==> images/clock_nets.png <==
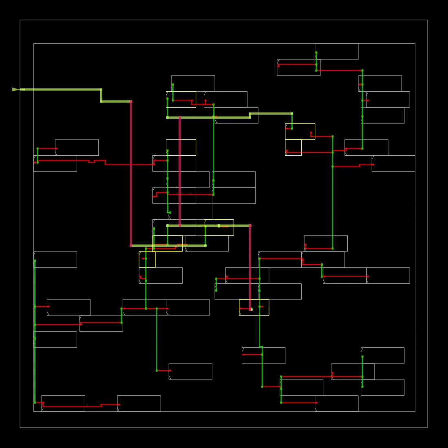
==> images/ff_map.png <==
Bar = 20 µm. Other sequential cells in the stronger grey, the rest of the logic in the fainter grey.
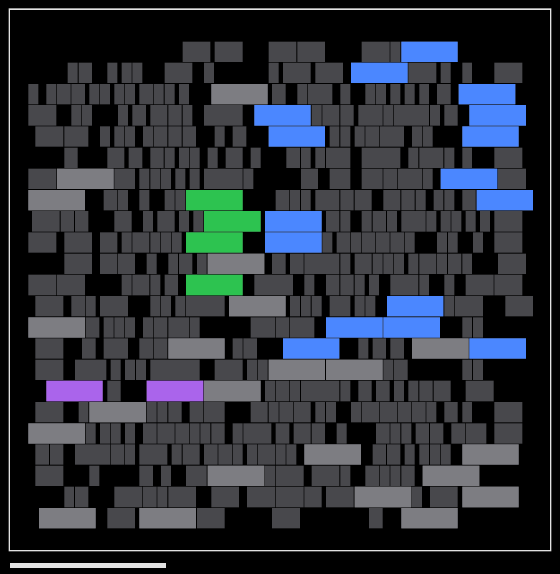
[src/rtl/cond_eval.sv]
// Condition-code evaluator: resolves 4-bit branch conditions against the NZCV/mode flags,
// stalling while a flag write is in flight. Optional macro COND_EVAL_MODE_COND_EN makes code 15 test mode_flag.
module cond_eval (
  input  logic        clock,
  input  logic        reset,
  input  logic        negative_flag,
  input  logic        zero_flag,
  input  logic        carry_flag,
  input  logic        overflow_flag,
  input  logic        mode_flag,
  input  logic        flag_write_pending,
  input  logic        req_valid,
  input  logic [3:0]  req_cond,
  output logic        req_ready,
  output logic        resp_valid,
  input  logic        resp_ready,
  output logic        resp_taken,
  output logic [3:0]  resp_cond,
  output logic [15:0] eval_count,
  output logic [15:0] taken_count
);

  typedef enum logic [1:0] {
    IDLE = 2'd0,
    WAIT = 2'd1,
    RESP = 2'd2
  } state_t;

  state_t     state_r;
  state_t     state_s;
  logic [3:0] cond_r;
  logic       accept_s;
  logic       eval_s;
  logic [3:0] eval_code_s;
  logic       taken_s;
  logic       handshake_s;

  function automatic logic eval_cond(input logic [3:0] code, input logic n, input logic z,
                                     input logic c, input logic v, input logic m);
    case (code)
      4'd0:    eval_cond = z;
      4'd1:    eval_cond = ~z;
      4'd2:    eval_cond = c;
      4'd3:    eval_cond = ~c;
      4'd4:    eval_cond = n;
      4'd5:    eval_cond = ~n;
      4'd6:    eval_cond = v;
      4'd7:    eval_cond = ~v;
      4'd8:    eval_cond = c & ~z;
      4'd9:    eval_cond = ~c | z;
      4'd10:   eval_cond = (n == v);
      4'd11:   eval_cond = (n != v);
      4'd12:   eval_cond = ~z & (n == v);
      4'd13:   eval_cond = z | (n != v);
      4'd14:   eval_cond = 1'b1;
`ifdef COND_EVAL_MODE_COND_EN
      4'd15:   eval_cond = m;
`else
      // NV: never taken, mode_flag deliberately masked out
      4'd15:   eval_cond = m & 1'b0;
`endif
      default: eval_cond = 1'b0;
    endcase
  endfunction

  assign req_ready   = (state_r == IDLE) | ((state_r == RESP) & resp_ready);
  assign accept_s    = req_valid & req_ready;
  assign handshake_s = resp_valid & resp_ready;
  assign taken_s     = eval_cond(eval_code_s, negative_flag, zero_flag, carry_flag,
                                 overflow_flag, mode_flag);

  // Next-state and evaluate-strobe selection
  always_comb begin
    state_s     = state_r;
    eval_s      = 1'b0;
    eval_code_s = cond_r;
    case (state_r)
      IDLE, RESP: begin
        if (accept_s) begin
          eval_code_s = req_cond;
          if (flag_write_pending) begin
            state_s = WAIT;
          end else begin
            state_s = RESP;
            eval_s  = 1'b1;
          end
        end else if ((state_r == RESP) && !resp_ready) begin
          state_s = RESP;
        end else begin
          state_s = IDLE;
        end
      end
      WAIT: begin
        if (flag_write_pending) begin
          state_s = WAIT;
        end else begin
          state_s = RESP;
          eval_s  = 1'b1;
        end
      end
      default: state_s = IDLE;
    endcase
  end

  // State, latched request, registered response and saturating counters
  always_ff @(posedge clock) begin
    if (reset) begin
      state_r     <= IDLE;
      cond_r      <= 4'd0;
      resp_valid  <= 1'b0;
      resp_taken  <= 1'b0;
      resp_cond   <= 4'd0;
      eval_count  <= 16'd0;
      taken_count <= 16'd0;
    end else begin
      state_r    <= state_s;
      resp_valid <= (state_s == RESP);
      if (accept_s) begin
        cond_r <= req_cond;
      end
      if (eval_s) begin
        resp_taken <= taken_s;
        resp_cond  <= eval_code_s;
      end
      if (handshake_s && (eval_count != 16'hFFFF)) begin
        eval_count <= eval_count + 16'd1;
      end
      if (handshake_s && resp_taken && (taken_count != 16'hFFFF)) begin
        taken_count <= taken_count + 16'd1;
      end
    end
  end

endmodule

[config.mk]
export PLATFORM = sky130hd
export DESIGN_NAME = cond_eval
export DESIGN_NICKNAME = d
export VERILOG_FILES = /design/src/rtl/cond_eval.sv
export SDC_FILE = /design/constraint.sdc
export NUM_CORES = 1
export LEC_CHECK = 0
export ABC_AREA = 1
export CORE_MARGIN = 2
export CORE_UTILIZATION = 56
export CTS_BUF_LIST = sky130_fd_sc_hd__clkbuf_2 sky130_fd_sc_hd__clkbuf_4 sky130_fd_sc_hd__clkbuf_8
export DETAILED_ROUTE_END_ITERATION = 7
export PLACE_DENSITY = 0.87
export SYNTH_ARGS = -nofsm -noshare
export SYNTH_HDL_FRONTEND = slang
export SYNTH_SLANG_ARGS = --single-unit
[constraint.sdc]
create_clock -name clock -period 4.56 [get_ports clock]
set_input_delay 0.912 -clock clock [delete_from_list [all_inputs] [get_ports clock]]
set_output_delay 0.912 -clock clock [all_outputs]
set_load 0.02 [all_outputs]
==> notes.md <==
flow finished, numbers: antenna cells 0, Leak 0.00113 µW, Max Clk Rate 0.311 GHz, Clk pwr share 33.9%, critical path launch point resp_ready, Max stage delay on crit path 0.61 ns, Inverters 53, Overall Power 760 µW, top cells by count, synth nand2_1 (92), inv_1 (47), dfxtp_1 (44), GPL Wtd Cong 0.906, Max-Cap Viols 0, Worst path most repeated cell clkdlybuf4s50_1, maximum root-to-sink buffer count 2, WP depth 4, area leader, netlist dfxtp_1, Comb pwr share 13.5%, post-CTS setup buffers 0, Global Route met2 Usage 37.7%, Crit path max-delay family buffers and inverters, hold path startpoint taken_count[13]$_SDFFE_PP0P_, sequential share of power 52.6%, H-Tree Depth 2, Worst Setup EP req_ready, tool warning count 27, internal power 563 µW, grt met3 use 5.09%, logic share of the area 42.0%, grt ovf 0, nets@finish 429, Core Area 4060 µm², Cell Count, Final, Fillers Out 464, final hold viol count 0, sw power 197 µW, CTS root buffer clkbuf_8, worst hold slack 0.507 ns, pwr/cell area 251 nW/µm², Die Y-Extent 69.3 µm, gr usage total 24.0%, pre-CTS setup slack 1.35 ns, Main synth FF type dfxtp_1, Startpoint Class input pin, met2 WL 2620 µm, Die Span X 69.3 µm, Hold Path Sink taken_count[13]$_SDFFE_PP0P_, first-pass GRT wire length 9630 µm, Logic cell area 1270 µm², worst path cell trace clkdlybuf4s50_1 > inv_2 > a21oi_1 > clkdlybuf4s50_1, final setup vio count 0, outcome finished clean, number of global-route vias before repair 2208, Yosys Chip Area 2390 µm², Yosys Instances 360, # fillers 347, share of layout cells above drive strength 1 7.00%, top cell category multi-input combinational cells, crit path max fanout 3, Post-synth EDFFs 0, Gate Count Post-Synth 360, largest net degree at the start of global routing 23, clock tree from TritonCTS done, Cell Area, Synth 2390 µm²
About clock_nets.png:
Max Clock Skew: 0.00468 ns
Num CTS Buffers: 5
seq_cells: 44
clkbuf count: 7
CTS sink cnt: 44

About ff_map.png:
[cond_r] green | sequential cells: 4
[taken_count] blue | sequential cells: 16
[state_r] purple | sequential cells: 2
not coloured: 22
P_seq: 400 µW
flop share of the area: 29.1%
Flop area: 881 µm²
final core occ: 74.7%

Power and IR drop assume default switching activity.
